<file path="config.mk">
export PLATFORM = sky130hd
export DESIGN_NAME = phase_sequencer
export DESIGN_NICKNAME = d
export VERILOG_FILES = /design/src/rtl/phase_sequencer.sv
export SDC_FILE = /design/constraint.sdc
export NUM_CORES = 1
export LEC_CHECK = 0
export ABC_AREA = 1
export CAP_MARGIN = 20
export CORE_MARGIN = 8
export CORE_UTILIZATION = 57
export CTS_CLUSTER_SIZE = 25
export DETAILED_ROUTE_END_ITERATION = 16
export HOLD_SLACK_MARGIN = 0.02
export PLACE_DENSITY_LB_ADDON = 0.05
export SETUP_SLACK_MARGIN = 0.5
export SYNTH_ARGS = -nofsm -noshare
export SYNTH_HDL_FRONTEND = slang
export SYNTH_SLANG_ARGS = --single-unit
</file>
<file path="constraint.sdc">
create_clock -name clk -period 2.35 [get_ports clk]
set_input_delay 0.5875 -clock clk [delete_from_list [all_inputs] [get_ports clk]]
set_output_delay 0.5875 -clock clk [all_outputs]
set_load 0.02 [all_outputs]
</file>
<file path="src/rtl/phase_sequencer.sv">
// Machine-cycle phase sequencer: one-hot registered strobes CTRL/READ/WRITE/RELEASE, 4 clk per cycle,
// first CTRL 1 clk after the start condition; run/step/halt control, no backpressure (halt is the only stall).
module phase_sequencer #(
    parameter int RESET_HOLD  = 4,
    parameter int COUNT_WIDTH = 32
) (
    input  logic                   clk,
    input  logic                   reset_n,
    input  logic                   run_req,
    input  logic                   step_req,
    input  logic                   halt_req,
    output logic                   ctrl_phase,
    output logic                   read_phase,
    output logic                   write_phase,
    output logic                   release_phase,
    output logic                   running,
    output logic                   halted,
    output logic [COUNT_WIDTH-1:0] cycle_count
);

    localparam int HW = $clog2(RESET_HOLD + 1);

    typedef enum logic [2:0] {
        S_HOLD, S_IDLE, S_CTRL, S_READ, S_WRITE, S_RELEASE, S_HALTED
    } state_t;

    state_t          r_state;
    state_t          w_next;
    logic [HW-1:0]   r_hold;
    logic            r_step;
    logic            r_halt;
    logic            r_run_d;
    logic            w_step_nxt;
    logic            w_halt_nxt;
    logic            w_run_rise;

    assign w_run_rise = run_req & ~r_run_d;

    always_comb begin
        w_next     = r_state;
        w_step_nxt = r_step;
        w_halt_nxt = r_halt;
        case (r_state)
            S_HOLD: begin
                if (r_hold <= HW'(1)) w_next = S_IDLE;
            end
            S_IDLE: begin
                if (run_req) begin
                    w_next = S_CTRL;
                end else if (step_req) begin
                    w_next     = S_CTRL;
                    w_step_nxt = 1'b1;
                end
            end
            S_CTRL:  w_next = S_READ;
            S_READ: begin
                w_next = S_WRITE;
                if (halt_req) w_halt_nxt = 1'b1;
            end
            S_WRITE: w_next = S_RELEASE;
            S_RELEASE: begin
                // A halt latched in READ outranks a pending single step.
                if (r_halt) begin
                    w_next     = S_HALTED;
                    w_halt_nxt = 1'b0;
                    w_step_nxt = 1'b0;
                end else if (r_step) begin
                    w_next     = S_IDLE;
                    w_step_nxt = 1'b0;
                end else if (run_req) begin
                    w_next = S_CTRL;
                end else begin
                    w_next = S_IDLE;
                end
            end
            S_HALTED: begin
                if (step_req) begin
                    w_next     = S_CTRL;
                    w_step_nxt = 1'b1;
                end else if (w_run_rise) begin
                    w_next = S_CTRL;
                end
            end
            default: w_next = S_HOLD;
        endcase
    end

    always_ff @(posedge clk or negedge reset_n) begin
        if (!reset_n) begin
            r_state       <= S_HOLD;
            r_hold        <= HW'(RESET_HOLD);
            r_step        <= 1'b0;
            r_halt        <= 1'b0;
            r_run_d       <= 1'b0;
            cycle_count   <= '0;
            ctrl_phase    <= 1'b0;
            read_phase    <= 1'b0;
            write_phase   <= 1'b0;
            release_phase <= 1'b0;
            running       <= 1'b0;
            halted        <= 1'b0;
        end else begin
            r_state <= w_next;
            r_step  <= w_step_nxt;
            r_halt  <= w_halt_nxt;
            r_run_d <= run_req;
            if (r_state == S_HOLD && r_hold != '0) r_hold <= r_hold - HW'(1);
            if (r_state == S_RELEASE) cycle_count <= cycle_count + COUNT_WIDTH'(1);
            // Outputs decode the next state so each strobe coincides with its state.
            ctrl_phase    <= (w_next == S_CTRL);
            read_phase    <= (w_next == S_READ);
            write_phase   <= (w_next == S_WRITE);
            release_phase <= (w_next == S_RELEASE);
            running       <= (w_next == S_CTRL) || (w_next == S_READ) ||
                             (w_next == S_WRITE) || (w_next == S_RELEASE);
            halted        <= (w_next == S_HALTED);
        end
    end

endmodule

</file>
==> results.yml, run 1 <==
# yosys + openroad results
clocking:
  ctsHoldBuffers: 0
  cts_resized: 32
  cts_tree: "yes"
  cts_max_level: 2
power_and_ir_drop:
  switchingPower_uw: 747
  switching_share: 0.340
  power_mw: 2.19
floorplan:
  initCoreUtil: 0.598
  die-area_sq_mm: 0.00706
logic_synthesis:
  synthXorXnorAreaFrac: 0.0631
  synthesis.area_sq_mm: 0.00264
  topCellsByArea: "dfrtp_1 (44%), nand2_1 (20%), nor2_1 (8.3%)"
setup_path:
  crit_type: "flip-flop to output pin"
  crit_chain: "clkdlybuf4s50_1"
  rr_worst_depth: 7
  cp_top_family: "buffers and inverters"
  crit_required_ns: 1.76
  r2r_start: "cycle_count[0]"
  cp_data_arrival_time_ns: 1.23
final_layout:
  layout_top_cells: "nand2_1 (142), nor2_1 (58), dfrtp_1 (46)"
  syn_to_final_growth_pct: 22.0
  fillers: 352
  finalNonFillerCells: 468
  nets: 424
drt:
  top_layer: "met4"
  drt_wl_total_microns: 6000
  antenna_left: 0
  dr.first_iter.drc_count: 148
  wl_met1_microns: 2730
placement:
  portBuffers: 42
sta:
  slew_violations: 0
  period_minus_slack_ns: 1.81
  slew_headroom: 0.696
job:
  tool_warnings: 28
status:
  outcome: "complete, no violations"
## run 1: worst reg2reg max path, cell delays in order (launching register included)
cell	delay (ns)
dfrtp_1	0.42
ha_1	0.23
nand3_2	0.14
nor2_2	0.19
nand2_2	0.10
nor2_4	0.13
nand2_1	0.08
xnor2_1	0.13
## run 1: synth_stat cells, drive strengths merged
cell type  instances
xnor2              6
nor3               4
dfrtp             46
nand4              6
ha                 4
nand3             23
and3               1
o21ai              7
dfstp              1
inv               40
a21oi              3
nand2            143
buf                3
nor2              66
xor2              13
## run 1: how the worst max path moves through the flow
stage,slack (ns),endpoint,start
CTS,0.51,halted,halted
detailed placement,0.48,ctrl_phase,run_req
floorplan,0.82,cycle_count[14],cycle_count[1]
global placement,0.56,ctrl_phase,run_req
global route,0.50,running,running
finish,0.54,running,running
## run 1: power by group through the flow
stage | Sequential (mW) | Combinational [mW] | Clock [mW]
floorplan | 1.10 | 0.289 | 0
global placement | 1.03 | 0.605 | 0
detailed placement | 1.03 | 0.616 | 0
CTS | 1.01 | 0.597 | 0.607
global route | 1.03 | 0.653 | 0.645
finish | 1.01 | 0.586 | 0.598
## run 1: flip-flops by register name, summed over array words and instances (netlist names)
signal,flops
cycle_count,32
running,1
ctrl_phase,1
r_halt,1
r_hold,3
release_phase,1
halted,1
r_step,1
write_phase,1
read_phase,1
r_run_d,1
r_state,3
## run 1: layout make-up
cell class	instances	area, sq um	area share
Multi-Input combinational cell	276	1290	0.402
Sequential cell	47	1180	0.366
Timing Repair Buffer	45	420	0.131
Inverter	40	150	0.0466
Clock buffer	5	68.8	0.0214
Tap cell	52	65.1	0.0202
Clock inverter	3	43.8	0.0136
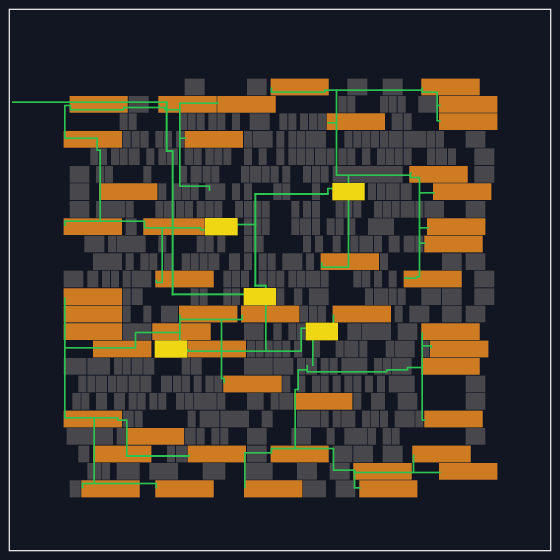
Fig. 1. Clock wires, drivers and flops (run 1).
clock-net drivers -> yellow  # count 5
flip-flops -> orange  # count 47
clock wires -> green  # length 574 microns
flops lie = widely spread
clock network fraction of total power: 0.273
Clock Skew: 0.00407 ns
Clock group: 598 uW

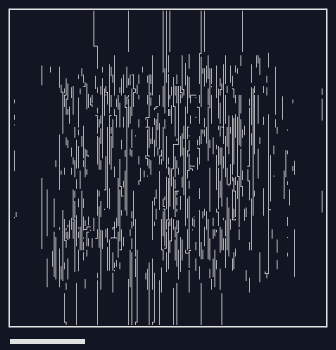
Fig. 2. Signal wires on met2 (run 1).
The bar under the picture is 20 microns long.
share of all routed wire = 46%
nets with wire on the layer = 338
wire length on this layer = 2760 microns
longest straight run = 42.3 microns

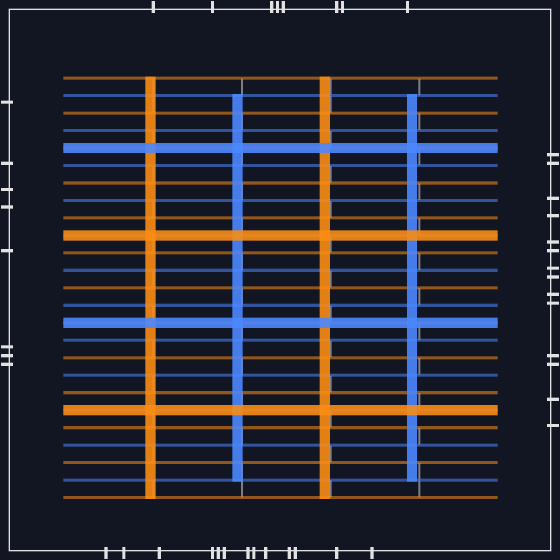
Fig. 3. PDN straps and rails (run 1).
Pins as bars on the die edge. Tap cells in gray.
VDD -> blue
VSS -> orange
met1 rails = 25
signal pins = 43
met4 straps = 4
DIE WIDTH: 84.0 microns
Core Area: 0.00441 sq mm
Die Y: 84.0 microns
Max IR drop VDD: 0.000666 V

Fig. 4: run 1, placement by cell class
The bar under the picture is 20 microns long. Fill, decap, tap and diode cells in gray.
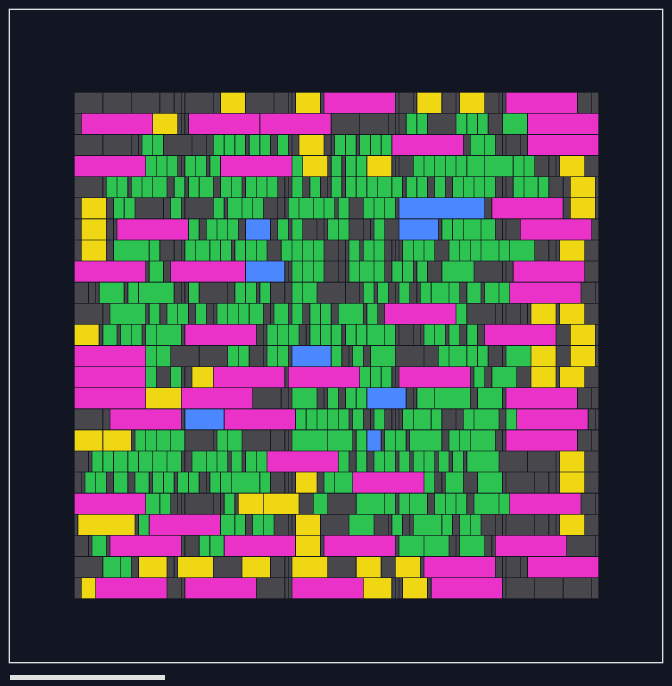

==> run 2: changes to the inputs <==
--- a/config.mk
+++ b/config.mk
@@ -8,7 +8,7 @@
 export ABC_AREA = 1
 export CAP_MARGIN = 20
 export CORE_MARGIN = 8
-export CORE_UTILIZATION = 57
+export CORE_UTILIZATION = 48
 export CTS_CLUSTER_SIZE = 25
 export DETAILED_ROUTE_END_ITERATION = 16
 export HOLD_SLACK_MARGIN = 0.02
==> constraint.sdc (replaced) <==
create_clock -name clk -period 1.65 [get_ports clk]
set_input_delay 0.4125 -clock clk [delete_from_list [all_inputs] [get_ports clk]]
set_output_delay 0.4125 -clock clk [all_outputs]
set_load 0.02 [all_outputs]
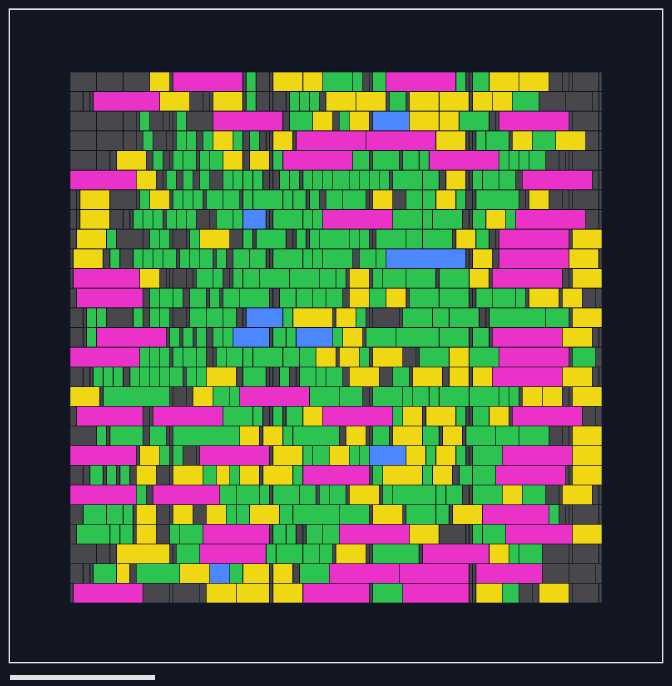
Fig. 5. Placement by cell class (run 2).
The bar under the picture is 20 microns long. Fill, decap, tap and diode cells in gray.
remaining logic cells -> green  # cells 316, share of their area 45%
clock drivers and dummy loads -> blue  # cells 8, share of their area 2.6%
registers -> magenta  # cells 47, share of their area 28%
remaining buffers and delay cells -> yellow  # cells 117, share of their area 25%

==> results.yml, run 2 <==
# yosys + openroad results
status:
  outcome: "complete, no violations"
final_layout:
  flop_area_sq_mm: 0.00121
  layout_top_cells: "nand2_1 (104), buf_4 (58), buf_6 (51)"
  syn_to_final_growth_pct: 69.4
  nets: 496
  max_flop_register: "cycle_count"
  finalNonFillerCells: 560
  largestRegisters: "cycle_count (32), r_hold (3), r_state (3)"
  logic_area_sq_mm: 0.00180
  largest_reg_flops: 32
clocking:
  cts_tree: "yes"
  cts_max_level: 2
  ctsHoldBuffers: 0
logic_synthesis:
  edf_count: 0
  top_cell: "nand2_1"
  syn_inst: 366
  async_reset_ff_frac: 1.00
  ys_top_cells_by_count: "nand2_1 (142), nor2_1 (58), dfrtp_1 (46), inv_1 (39), nand3_1 (20)"
  synthesis.area_sq_mm: 0.00264
  fp_nets: 375
  ys.flop_type: "dfrtp_1"
  topCellsByArea: "dfrtp_1 (44%), nand2_1 (20%), nor2_1 (8.3%)"
power_and_ir_drop:
  top_power_group: "combinational logic"
  switchingPower_mw: 1.54
  pg_comb_mw: 1.72
  seqPwrFrac: 0.365
  switching_share: 0.376
  pg_seq_mw: 1.49
  clk-power_uw: 886
  power_mw: 4.09
  clkPwrFrac: 0.216
  peakVddDrop_v: 0.000755
drt:
  drt_wl_total_microns: 9770
  viasPerCell: 5.33
  antenna_left: 0
  dr.first_iter.drc_count: 207
setup_path:
  cp_top_family: "simple AND/OR/NAND/NOR gates"
  cp-startpoint: "cycle_count[8]"
  cp.depth: 7
  crit_type: "flip-flop to flip-flop"
  crit_required_ns: 1.85
  crit_end: "cycle_count[24]"
  crit_chain: "nand2_2, nor2_2, nand2_2, nor2_4, nand4_1, nand2_1, nand2_1"
  r2r_start: "cycle_count[8]"
floorplan:
  dieHeight_microns: 90.1
  die_w_microns: 90.1
  die-area_sq_mm: 0.00813
placement:
  portBuffers: 42
sta:
  finalCritPeriodShare: 0.956
  slew_headroom: 0.826
  period_minus_slack_ns: 1.58
  slew_violations: 0
  fin_skew_ns: 0.00786
global_route:
  grt_pass1_wl_microns: 13000
job:
  tool_warnings: 31
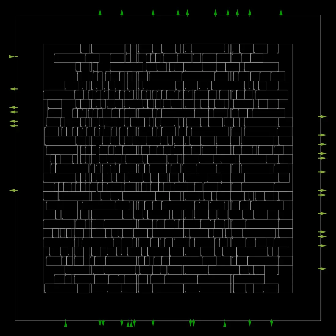
Fig. 6. Placement view (run 2).
# rows: 27
Seq cells: 47
Core Area: 0.00541 sq mm
fill count: 309
Seq/total area: 0.271

run 2: cell counts after synthesis:
Identical to the previous run, type by type.
run 2: per-stage QoR:
stage	setup TNS, ns	worst slack (ns)	utilization
after floorplan	0	0.320	-
after global placement	0	0.0699	0.613
after detailed placement	-0.0134	-0.0134	0.613
after CTS	0	0.296	0.739
after global routing	-0.0717	-0.0717	0.827
final	0	0.0726	0.827
run 2: routing by layer:
layer / vias to the layer above / global-route usage / wire [microns]
met3: 42 / 0.0441 / 692
met2: 163 / 0.323 / 4920
met4: 0 / 0.0874 / 431
met1: 1412 / 0.232 / 3730
li1: 1367 / - / -
met5: - / 0 / 0
run 2: final cells by class:
class / instances / area share
repair buffers: 117 / 0.247
well taps: 72 / 0.0202
flip-flops and latches: 47 / 0.271
inverters: 40 / 0.0341
multi-input cells: 276 / 0.402
clock inverters: 3 / 0.0104
clock buffers: 5 / 0.0154
run 2: logic make-up after synthesis:
| kind of cell | Yosys count | share of synthesized area |
|---|---|---|
| adders and majority gates | 4 | 0.0190 |
| xor gates and xnor gates | 19 | 0.0631 |
| buffers and inverters | 43 | 0.0635 |
| and+or+nand+nor | 243 | 0.389 |
| AOI/OAI and AO/OA | 10 | 0.0190 |
| DFF | 47 | 0.446 |
run 2: how the worst min path moves through the flow:
stage	startpoint	end	slack (ns)	cells after the start
after detailed placement	reset_n	read_phase	0.42	2
after CTS	reset_n	cycle_count[3]	0.08	2
after global routing	reset_n	r_hold[0]	0.09	2
final	reset_n	r_hold[1]	0.07	2
after global placement	reset_n	read_phase	0.41	2
after floorplan	reset_n	ctrl_phase	0.12	0
run 2: timing repair:
item                                    in CTS  in global routing
buffers inserted                            50                 19
endpoints found under the setup margin      80                 81
pin swaps                                   24                 42
gates resized                              277                 94
Power is estimated from default activity; no workload was simulated.
